## config.mk

```make
export PLATFORM = sky130hd
export DESIGN_NAME = formation_march
export DESIGN_NICKNAME = d
export VERILOG_FILES = /design/src/rtl/game_pkg.sv /design/src/rtl/march_period_ctrl.sv /design/src/rtl/formation_march.sv
export SDC_FILE = /design/constraint.sdc
export NUM_CORES = 1
export LEC_CHECK = 0
export CORE_ASPECT_RATIO = 0.6
export CORE_UTILIZATION = 49
export CTS_BUF_LIST = sky130_fd_sc_hd__clkbuf_8
export DETAILED_ROUTE_END_ITERATION = 12
export PLACE_DENSITY = 0.87
export SYNTH_ARGS = -nofsm -noshare
export SYNTH_HDL_FRONTEND = slang
export SYNTH_SLANG_ARGS = --single-unit
```

## constraint.sdc

```tcl
create_clock -name clock -period 2.1 [get_ports clock]
set_clock_uncertainty 0.05 [all_clocks]
set_input_delay 0.21 -clock clock [delete_from_list [all_inputs] [get_ports clock]]
set_output_delay 0.21 -clock clock [all_outputs]
set_load 0.01 [all_outputs]
```

## src/rtl/game_pkg.sv

```systemverilog
// Shared game constants: state encoding, screen geometry and default speed
// values used by the formation, the rate divider and the renderer.
package game_pkg;

  typedef enum logic [1:0] {
    ST_IDLE    = 2'd0,
    ST_MARCH   = 2'd1,
    ST_DESCEND = 2'd2,
    ST_LANDED  = 2'd3
  } march_state_t;

  localparam int SCREEN_W = 160;
  localparam int SCREEN_H = 120;
  localparam int FORM_W   = 40;

  localparam int X_MIN_DEF   = 0;
  localparam int X_MAX_DEF   = SCREEN_W - FORM_W;
  localparam int X_STEP_DEF  = 2;
  localparam int Y_START_DEF = 8;
  localparam int Y_STEP_DEF  = 4;
  localparam int Y_LAND_DEF  = 100;

  localparam logic [27:0] PERIOD_INIT_DEF = 28'd12_500_000;
  localparam logic [27:0] PERIOD_DEC_DEF  = 28'd1_000_000;
  localparam logic [27:0] PERIOD_MIN_DEF  = 28'd2_000_000;

  // Saturating decrement: never goes below floor and never underflows.
  // The floor+dec sum is formed in 29 bits so it cannot wrap.
  function automatic logic [27:0] sat_dec(input logic [27:0] value,
                                          input logic [27:0] dec,
                                          input logic [27:0] floor);
    logic [28:0] limit;
    limit = {1'b0, floor} + {1'b0, dec};
    if ({1'b0, value} >= limit) return value - dec;
    else                        return floor;
  endfunction

endpackage

```

## src/rtl/march_period_ctrl.sv

```systemverilog
// Holds the rate-divider reload value, shortens it on each descent with a
// floor, and flags every change or re-initialisation with a one-cycle load.
module march_period_ctrl
  import game_pkg::*;
#(
  parameter logic [27:0] PERIOD_INIT = PERIOD_INIT_DEF,
  parameter logic [27:0] PERIOD_DEC  = PERIOD_DEC_DEF,
  parameter logic [27:0] PERIOD_MIN  = PERIOD_MIN_DEF
) (
  input  logic        clock,
  input  logic        clear,
  input  logic        init,
  input  logic        dec,
  output logic [27:0] period_value,
  output logic        period_load
);

  logic [27:0] dec_value;

  assign dec_value = sat_dec(period_value, PERIOD_DEC, PERIOD_MIN);

  // Period register; init has priority over a decrement request.
  always_ff @(posedge clock or negedge clear) begin
    if (!clear) begin
      period_value <= PERIOD_INIT;
      period_load  <= 1'b0;
    end else if (init) begin
      period_value <= PERIOD_INIT;
      period_load  <= 1'b1;
    end else if (dec) begin
      period_value <= dec_value;
      period_load  <= (dec_value != period_value);
    end else begin
      period_load  <= 1'b0;
    end
  end

endmodule

```

## src/rtl/formation_march.sv

```systemverilog
// Enemy formation controller: marches the formation origin left/right one
// step per accepted tick, descends and reverses at the walls, speeds up the
// rate divider on each descent and stops once the formation has landed.
// Handshake: tick is a single-cycle enable with no back-pressure; a tick is
// accepted only on an edge where run=1 in MARCH or DESCEND, otherwise it is
// dropped. restart outranks tick on the same edge.
module formation_march
  import game_pkg::*;
#(
  parameter int          X_MIN       = X_MIN_DEF,
  parameter int          X_MAX       = X_MAX_DEF,
  parameter int          X_STEP      = X_STEP_DEF,
  parameter int          Y_START     = Y_START_DEF,
  parameter int          Y_STEP      = Y_STEP_DEF,
  parameter int          Y_LAND      = Y_LAND_DEF,
  parameter logic [27:0] PERIOD_INIT = PERIOD_INIT_DEF,
  parameter logic [27:0] PERIOD_DEC  = PERIOD_DEC_DEF,
  parameter logic [27:0] PERIOD_MIN  = PERIOD_MIN_DEF
) (
  input  logic         clock,
  input  logic         clear,
  input  logic         tick,
  input  logic         run,
  input  logic         restart,
  output logic [7:0]   form_x,
  output logic [6:0]   form_y,
  output logic         dir,
  output logic         step_strobe,
  output logic [27:0]  period_value,
  output logic         period_load,
  output logic         landed,
  output march_state_t state
);

  logic       accept;
  logic [8:0] x_right;
  logic [8:0] x_left;
  logic       hit_right;
  logic       hit_left;
  logic [7:0] y_down;
  logic       period_init;
  logic       period_dec;

  // Step arithmetic is widened so X_MAX+X_STEP and the y add cannot wrap
  // before the comparisons.
  assign accept    = tick & run;
  assign x_right   = {1'b0, form_x} + 9'(X_STEP);
  assign x_left    = {1'b0, form_x} - 9'(X_STEP);
  assign hit_right = (x_right > 9'(X_MAX));
  assign hit_left  = ({1'b0, form_x} < (9'(X_MIN) + 9'(X_STEP)));
  assign y_down    = {1'b0, form_y} + 8'(Y_STEP);

  assign period_init = restart | ((state == ST_IDLE) & run);
  assign period_dec  = ~restart & (state == ST_DESCEND) & accept;

  // Formation FSM with registered position, direction, strobe and landed.
  always_ff @(posedge clock or negedge clear) begin
    if (!clear) begin
      state       <= ST_IDLE;
      form_x      <= 8'(X_MIN);
      form_y      <= 7'(Y_START);
      dir         <= 1'b1;
      step_strobe <= 1'b0;
      landed      <= 1'b0;
    end else if (restart) begin
      state       <= ST_IDLE;
      form_x      <= 8'(X_MIN);
      form_y      <= 7'(Y_START);
      dir         <= 1'b1;
      step_strobe <= 1'b0;
      landed      <= 1'b0;
    end else begin
      step_strobe <= 1'b0;
      case (state)
        ST_IDLE: begin
          if (run) state <= ST_MARCH;
        end
        ST_MARCH: begin
          if (accept) begin
            if (dir) begin
              if (hit_right) begin
                state <= ST_DESCEND;
              end else begin
                form_x      <= x_right[7:0];
                step_strobe <= 1'b1;
              end
            end else begin
              if (hit_left) begin
                state <= ST_DESCEND;
              end else begin
                form_x      <= x_left[7:0];
                step_strobe <= 1'b1;
              end
            end
          end
        end
        ST_DESCEND: begin
          if (accept) begin
            form_y      <= y_down[6:0];
            dir         <= ~dir;
            step_strobe <= 1'b1;
            if (y_down >= 8'(Y_LAND)) begin
              state  <= ST_LANDED;
              landed <= 1'b1;
            end else begin
              state  <= ST_MARCH;
            end
          end
        end
        ST_LANDED: begin
          landed <= 1'b1;
        end
        default: state <= ST_IDLE;
      endcase
    end
  end

  march_period_ctrl #(
    .PERIOD_INIT (PERIOD_INIT),
    .PERIOD_DEC  (PERIOD_DEC),
    .PERIOD_MIN  (PERIOD_MIN)
  ) u_period (
    .clock        (clock),
    .clear        (clear),
    .init         (period_init),
    .dec          (period_dec),
    .period_value (period_value),
    .period_load  (period_load)
  );

endmodule

```

==> reports/qor.yml, run 1 <==
timing.fmax_ghz: 0.436
compound_area_share_pct: 17.9
inv_count: 15
antenna_cells: 0
dominant-cell-class: "multi-input combinational cells"
clock_latency_ns: 0.32
dp_hpwl_um: 5860
warnings: 34
cts_buffers: 5
startpoint_type: "flop"
status: "finished with violations"
mux_share_pct: 1.48
dieWidth_um: 101
rsz0062_at_grt: "true"
synthArstFlopShare_pct: 100
gr-total-overflow: 0
ys_cells: 315
period_used_pct: 109
sh_seq_area_pct: 29.2
die_area_um2: 6200
drt_pass1_iterations: 6
finalWorstSetupSlack_ns: -0.194
vdd_drop_max_mv: 0.337
failed_checks: "negative setup slack"
hold_class: "input port to async pin"
hold_viol: 0
fin_crit_ns: 2.29
grt_pass1_vias: 2609
dp_cells: 474
fp.dieH_um: 61.4
cts_sinks: 46
setup_violations: 10
drive_gt1_share_pct: 28.1
flop_cell: "dfrtp_1"
cp_slowest_cell: "or4_1"
syn_area_per_cell_um2: 9.15
clkTransAtPathRegs_ns: 0.10
area_growth_syn_to_layout_pct: 39.4
run 1: layer usage:
layer	up-vias	global-route usage (%)	wire [um]
li1	1326	-	-
met1	1426	41.1	3940
met2	201	41.4	3860
met3	29	4.20	844
met4	0	8.07	161
met5	-	0	0
run 1: per-stage QoR:
| step | TNS (ns) | worst slack (ns) | utilization (%) |
|---|---|---|---|
| 2_1_floorplan | -0.0752 | -0.0383 | - |
| 3_3_place_gp | -0.376 | -0.0766 | 66.0 |
| 3_5_place_dp | -0.930 | -0.187 | 66.0 |
| 4_1_cts | -0.502 | -0.122 | 69.2 |
| 5_1_grt | -2.02 | -0.232 | 71.4 |
| 6_report | -0.993 | -0.194 | 71.4 |
run 1: state kept, by name, indices dropped and copies added, names as in the netlist:
name	cells
step_strobe	1
u_period.period_value	28
form_x	7
state	2
form_y	5
dir	1
u_period.period_load	1
landed	1
run 1: Yosys cell counts (4+ instances only):
| master | instances | area share (%) |
|---|---|---|
| nand2b_1 | 4 | 0.87 |
| dfstp_2 | 14 | 13 |
| or4_1 | 4 | 1.0 |
| nor2_1 | 32 | 4.2 |
| nand3_1 | 10 | 1.7 |
| buf_4 | 5 | 1.3 |
| inv_1 | 15 | 2.0 |
| ha_1 | 9 | 3.9 |
| nor3_1 | 10 | 1.7 |
| and2_1 | 5 | 1.1 |
| dfrtp_1 | 32 | 28 |
| nand4_1 | 5 | 1.1 |
| nor4_1 | 4 | 0.87 |
| o31ai_1 | 6 | 1.6 |
| a21o_1 | 6 | 1.6 |
| o21ai_0 | 15 | 2.6 |
| or3_1 | 8 | 1.7 |
| xor2_1 | 9 | 2.7 |
| nand2_1 | 24 | 3.1 |
| nor2b_1 | 5 | 1.1 |
| o211ai_1 | 4 | 1.0 |
| xnor2_1 | 8 | 2.4 |
| o21ai_1 | 4 | 0.69 |
| a21oi_1 | 20 | 3.5 |
run 1: path summary, 6_finish.rpt:
kind | startpoint | endpoint | slack (ns) | depth (start not counted)
worst max register to register | form_x[1]$_DFFE_PN0P_ | form_x[3]$_DFFE_PN0P_ | -0.19 | 8
worst min-delay path | clear | state[1]$_DFFE_PN0P_ | 0.46 | 3
min in group clock | u_period.period_value[0]$_DFFE_PN0P_ | u_period.period_value[0]$_DFFE_PN0P_ | 0.49 | 1
max in group asynchronous | clear | form_x[1]$_DFFE_PN0P_ | 1.11 | 3
worst min register to register | u_period.period_value[0]$_DFFE_PN0P_ | u_period.period_value[0]$_DFFE_PN0P_ | 0.49 | 1
worst max-delay path | form_x[1]$_DFFE_PN0P_ | form_x[3]$_DFFE_PN0P_ | -0.19 | 8
run 1: cells in the final DEF, fill, tap and decap left out, types with 10 or more instances in the layout:
cell	instances
o21ai_0	14
buf_4	53
a21oi_1	15
dfstp_2	14
clkdlybuf4s50_1	49
nor2_1	30
nand3_1	10
inv_1	13
dfrtp_1	28
nand2_1	24
run 1: power breakdown:
group | total (uW) | internal (uW) | switching (uW)
Sequential | 1050 | 960 | 86.8
Clock | 557 | 227 | 330
Combinational | 913 | 455 | 458
Total | 2520 | 1640 | 875
==> run_1/layers.png <==
The bar under the picture is 20 um long. Only two layers are drawn.
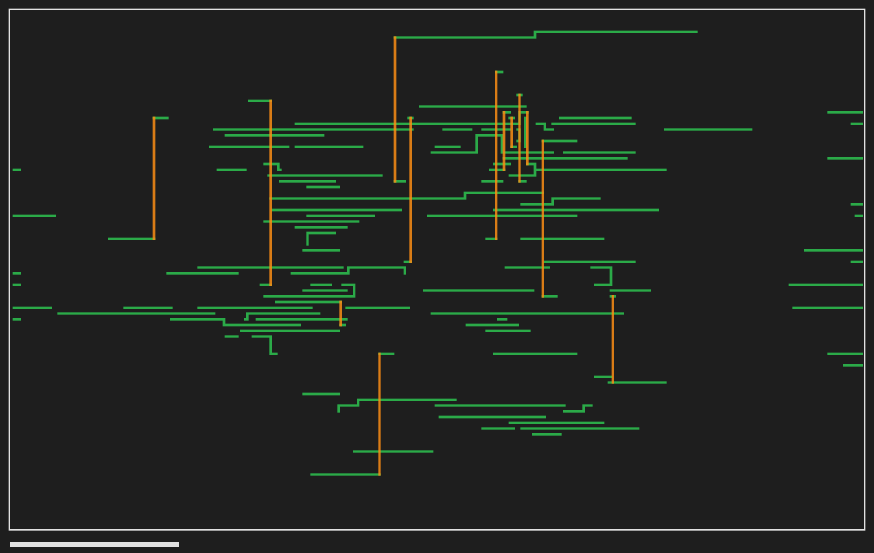
| color | layer | wire length |
|---|---|---|
| orange | M4 | 162 um |
| green | M3 | 844 um |
WL final: 8810 um
Tot GR Track Use: 27.4%
vias: 2982
DR WL/cell: 17.7 um

==> run_1/closeup.png <==
The bar under the picture is 5 um long. Region (66, 36) to (86, 56) um. Cells in gray, sequential cells in the stronger gray; small squares are vias.
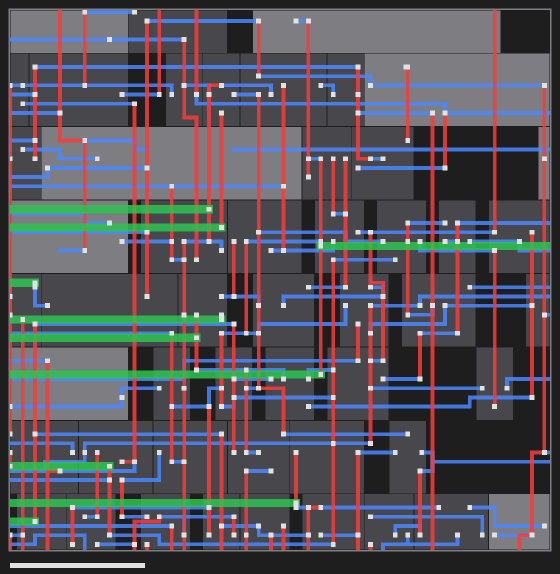
| color | layer |
|---|---|
| green | M3 |
| blue | M1 |
| red | M2 |
sequential cells in the window: 3
most frequent: nor2_1 (5), nand2_1 (5), o21ai_0 (4)
cells with their middle in the window: 42
netlist names of flops here include: u_period.period_value (3)

==> run_1/m1.png <==
The bar under the picture is 20 um long. Cells faint in the background.
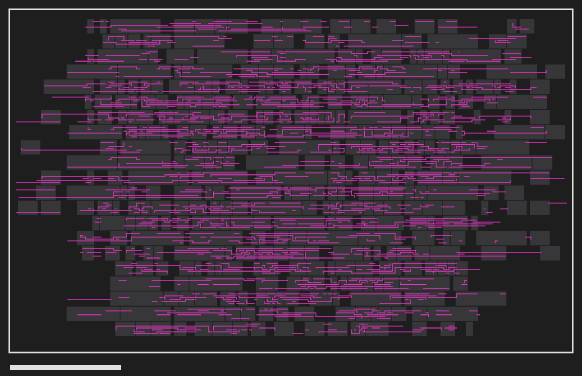
nets with wire on the layer: 397
wire length on this layer: 3940 um
met1 usage: 41.1%

==> run_1/congestion_map.png <==
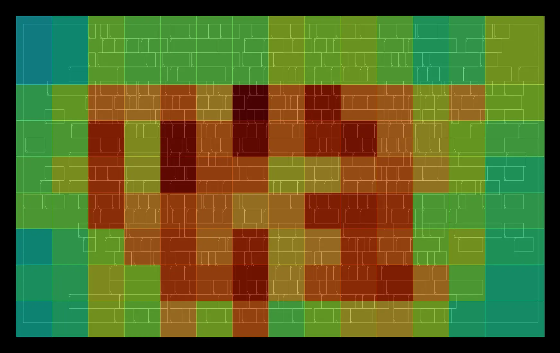
final core utilization: 71.4%
global route hottest layer: met2
met2 usage: 41.4%
grt met3 use: 4.20%

## Run 2: what changed since run 1
- RECOVER_POWER: not set -> 100
==> run_2/route_heat.png <==
The die is cut into 20 by 12 equal tiles; white is low, dark blue is high, scaled to the fullest tile. Values are wire area over tile area, all layers added.
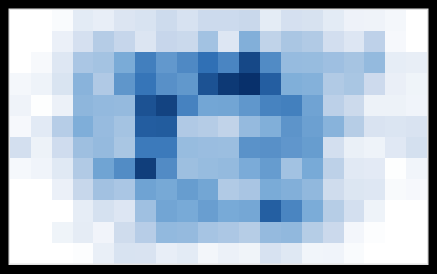
tiles over half the peak: 20%
nearly empty tiles: 12%
mean over tiles: 0.24
fullest tile: 0.80
WL final: 8780 um
DR WL/cell: 17.7 um

==> run 2 against run 1 <==
The flow still finishes with violations (negative setup slack). Routed wire length fell by 0.28%. Count of clock-buffer cells in the layout unchanged. Worst hold slack improved by 0.020 ns. Register-to-register slack about the same. Area after synthesis is the same. Synthesized cell count unchanged. Sequential power is essentially flat. First-iteration DRC count up 2.4%. Non-clock buffer count unchanged. Via count is 0.54% lower. Maximum frequency about the same. Worst setup slack worse by 0.0020 ns. Critical path type unchanged. Largest power group unchanged. Highest routed layer unchanged.
==> reports/qor.yml, run 2 <==
top_cells_by_area: "dfrtp_1, dfstp_2, nor2_1"  # unchanged
edf_count: 0  # unchanged
synthArstFlopShare_pct: 100  # unchanged
antenna_cells: 0  # unchanged
cts_sinks: 46  # unchanged
netlist.area_leader.share_pct: 27.8  # unchanged
hold_start: "u_period.period_value[2]$_DFFE_PN0P_"
warnings: 34  # unchanged
hold_ws_ns: 0.480  # was 0.460 ns
area_growth_syn_to_layout_pct: 39.2  # was 39.4%
fin_total_pwr_uw: 2500  # was 2520 uW
compound_area_share_pct: 17.9  # unchanged
crit_buf_inv: 2  # unchanged
dp_cells: 474  # unchanged
hold_class: "flop to flop"  # was input port to async pin
wl_met3_um: 882  # was 844 um
drt_pass1_iterations: 5  # was 6
cts_buffers: 5  # unchanged
hold_viol: 0  # unchanged
timing.fmax_ghz: 0.436  # about the same
nFillCells: 423  # was 420
max-cap-violations: 0  # unchanged
drc: 0  # unchanged
rsz0062_at_grt: "true"  # unchanged
clkTransAtPathRegs_ns: 0.09  # was 0.10 ns
ys_cells: 315  # unchanged
tightest_slew_ns: 1.14  # was 0.603 ns
num_vias: 2966  # was 2982
grt_pass1_vias: 2609  # unchanged
place_ws_ns: -0.187  # unchanged
worstReg2RegStart: "form_x[1]$_DFFE_PN0P_"  # unchanged
critPathMaxFanout: 8  # unchanged
drive_gt1_share_pct: 27.8  # was 28.1%
lay_top_count: "buf_4"  # unchanged
ys.flops: 46  # unchanged
final_cells: 497  # unchanged
path_delay_family: "AND-OR/OR-AND gates"  # unchanged
failed_checks: "negative setup slack"  # unchanged
grt_pass1_wl_um: 12900  # unchanged
vdd_drop_max_mv: 0.334  # was 0.337 mV
rr_worst_depth: 8  # unchanged
syn_area_per_cell_um2: 9.15  # unchanged
gr-usage-all-layers_pct: 27.4  # unchanged
lay_top_cells: "buf_4, nor2_1, dlygate4sd3_1"  # was buf_4, clkdlybuf4s50_1, nor2_1
clock_latency_ns: 0.31  # was 0.32 ns
fp.dieH_um: 61.4  # unchanged
m1WireLength_um: 3900  # was 3940 um
fin_util_pct: 71.3  # was 71.4%
hold_depth: 1
path_depth: 8  # unchanged
dieWidth_um: 101  # unchanged
wl_met2_um: 3840  # was 3860 um
die_area_um2: 6200  # unchanged
cp_slowest_cell: "or4_1"  # unchanged
finalWorstSetupSlack_ns: -0.196  # was -0.194 ns
dp_hpwl_um: 5860  # unchanged
largest_area_cell: "dfrtp_1"  # unchanged
tritoncts: "built"  # unchanged
status: "finished with violations"  # unchanged
common_cells: "dfrtp_1, nor2_1, nand2_1"  # unchanged
core_area_um2: 5620  # unchanged
highest-signal-layer: "met4"  # unchanged
gr-total-overflow: 0  # unchanged
largest_register: "u_period.period_value"  # unchanged
reg_top3: "u_period.period_value (28), form_x (7), form_y (5)"  # unchanged
mux_share_pct: 1.48  # unchanged
finalNetCount: 430  # unchanged
std_cell_rows: 21  # unchanged
largest_register_ffs: 28  # unchanged
setup_violations: 24  # was 10
critPathLaunch: "form_x[1]$_DFFE_PN0P_"  # unchanged
flop_cell: "dfrtp_1"  # unchanged
critical-path-max-stage-delay_ns: 0.49  # about the same
startpoint_type: "flop"  # unchanged
syn_area_um2: 2880  # unchanged
fin_crit_ns: 2.30  # was 2.29 ns
period_used_pct: 109  # about the same
==> run 2: final cells by class <==
class	instances	area, um2	area share (%)
multi-input cells	241	1660	41.5
well taps	80	100	2.50
inverters	15	58.8	1.47
clock inverters	3	13.8	0.343
repair buffers	107	931	23.2
clock buffers	5	68.8	1.72
flip-flops and latches	46	1170	29.3
==> run 2: final timing paths <==
| path | endpoint | slack, ns |
|---|---|---|
| worst max-delay path | form_x[3]$_DFFE_PN0P_ | -0.20 |
| worst min-delay path | u_period.period_value[2]$_DFFE_PN0P_ | 0.48 |
| worst max register to register | form_x[3]$_DFFE_PN0P_ | -0.20 |
| worst min register to register | u_period.period_value[2]$_DFFE_PN0P_ | 0.48 |
| max in group asynchronous | form_x[3]$_DFFE_PN0P_ | 0.55 |
| min in group asynchronous | step_strobe$_DFF_PN0_ | 0.68 |
==> run 2: worst register-to-register path, cell delays in order, from the launching register on <==
cell and delay, ns:
dfrtp_2 0.48, inv_4 0.09, ha_4 0.21, o21ai_2 0.14, nor4b_1 0.08, o221a_2 0.34, buf_4 0.18, or4_1 0.49
a21oi_1 0.16
==> run 2: kinds of logic (layout without fill, tap and decap cells) <==
| kind of cell | after synthesis | in the layout |
|---|---|---|
| XOR/XNOR | 17 | 17 |
| AND/OR/NAND/NOR | 130 | 130 |
| AND-OR/OR-AND | 77 | 77 |
| other | 1 | 3 |
| multiplexers | 4 | 4 |
| adder cells (fa/ha/maj) | 10 | 10 |
| buffers and inverters | 30 | 130 |
| flip-flops | 46 | 46 |
==> run 2: report_power, final <==
| group | total, uW | internal [uW] | leakage [uW] | switching [uW] |
|---|---|---|---|---|
| Sequential | 1050 | 960 | 0.000581 | 85.5 |
| Combinational | 898 | 440 | 0.00108 | 457 |
| Clock | 553 | 227 | 0.0000491 | 326 |
| Total | 2500 | 1630 | 0.00171 | 869 |
==> run 2: timing repair <==
item,CTS,global route
endpoints found under the hold margin,32,0
pin swaps,10,9
endpoints found under the setup margin,9,21
buffers inserted,7,7
hold buffers,1,0
resized,10,20
==> run 2: metal layers <==
| metal | global-route usage [%] | vias up |
|---|---|---|
| met2 | 41.4 | 196 |
| met1 | 41.1 | 1413 |
| met4 | 8.07 | 0 |
| met3 | 4.20 | 28 |
| li1 | - | 1329 |
| met5 | 0 | - |
==> run 2: metrics by stage <==
| stage | cell area, um2 | setup TNS, ns |
|---|---|---|
| 6_report | 4010 | -1.34 |
| 5_1_grt | 4010 | -3.80 |
| 2_1_floorplan | 2930 | -0.0752 |
| 4_1_cts | 3890 | -0.502 |
| 3_3_place_gp | 3710 | -0.376 |
| 3_5_place_dp | 3710 | -0.930 |
Power figures rest on the tool's default switching activity, not on a simulated workload.
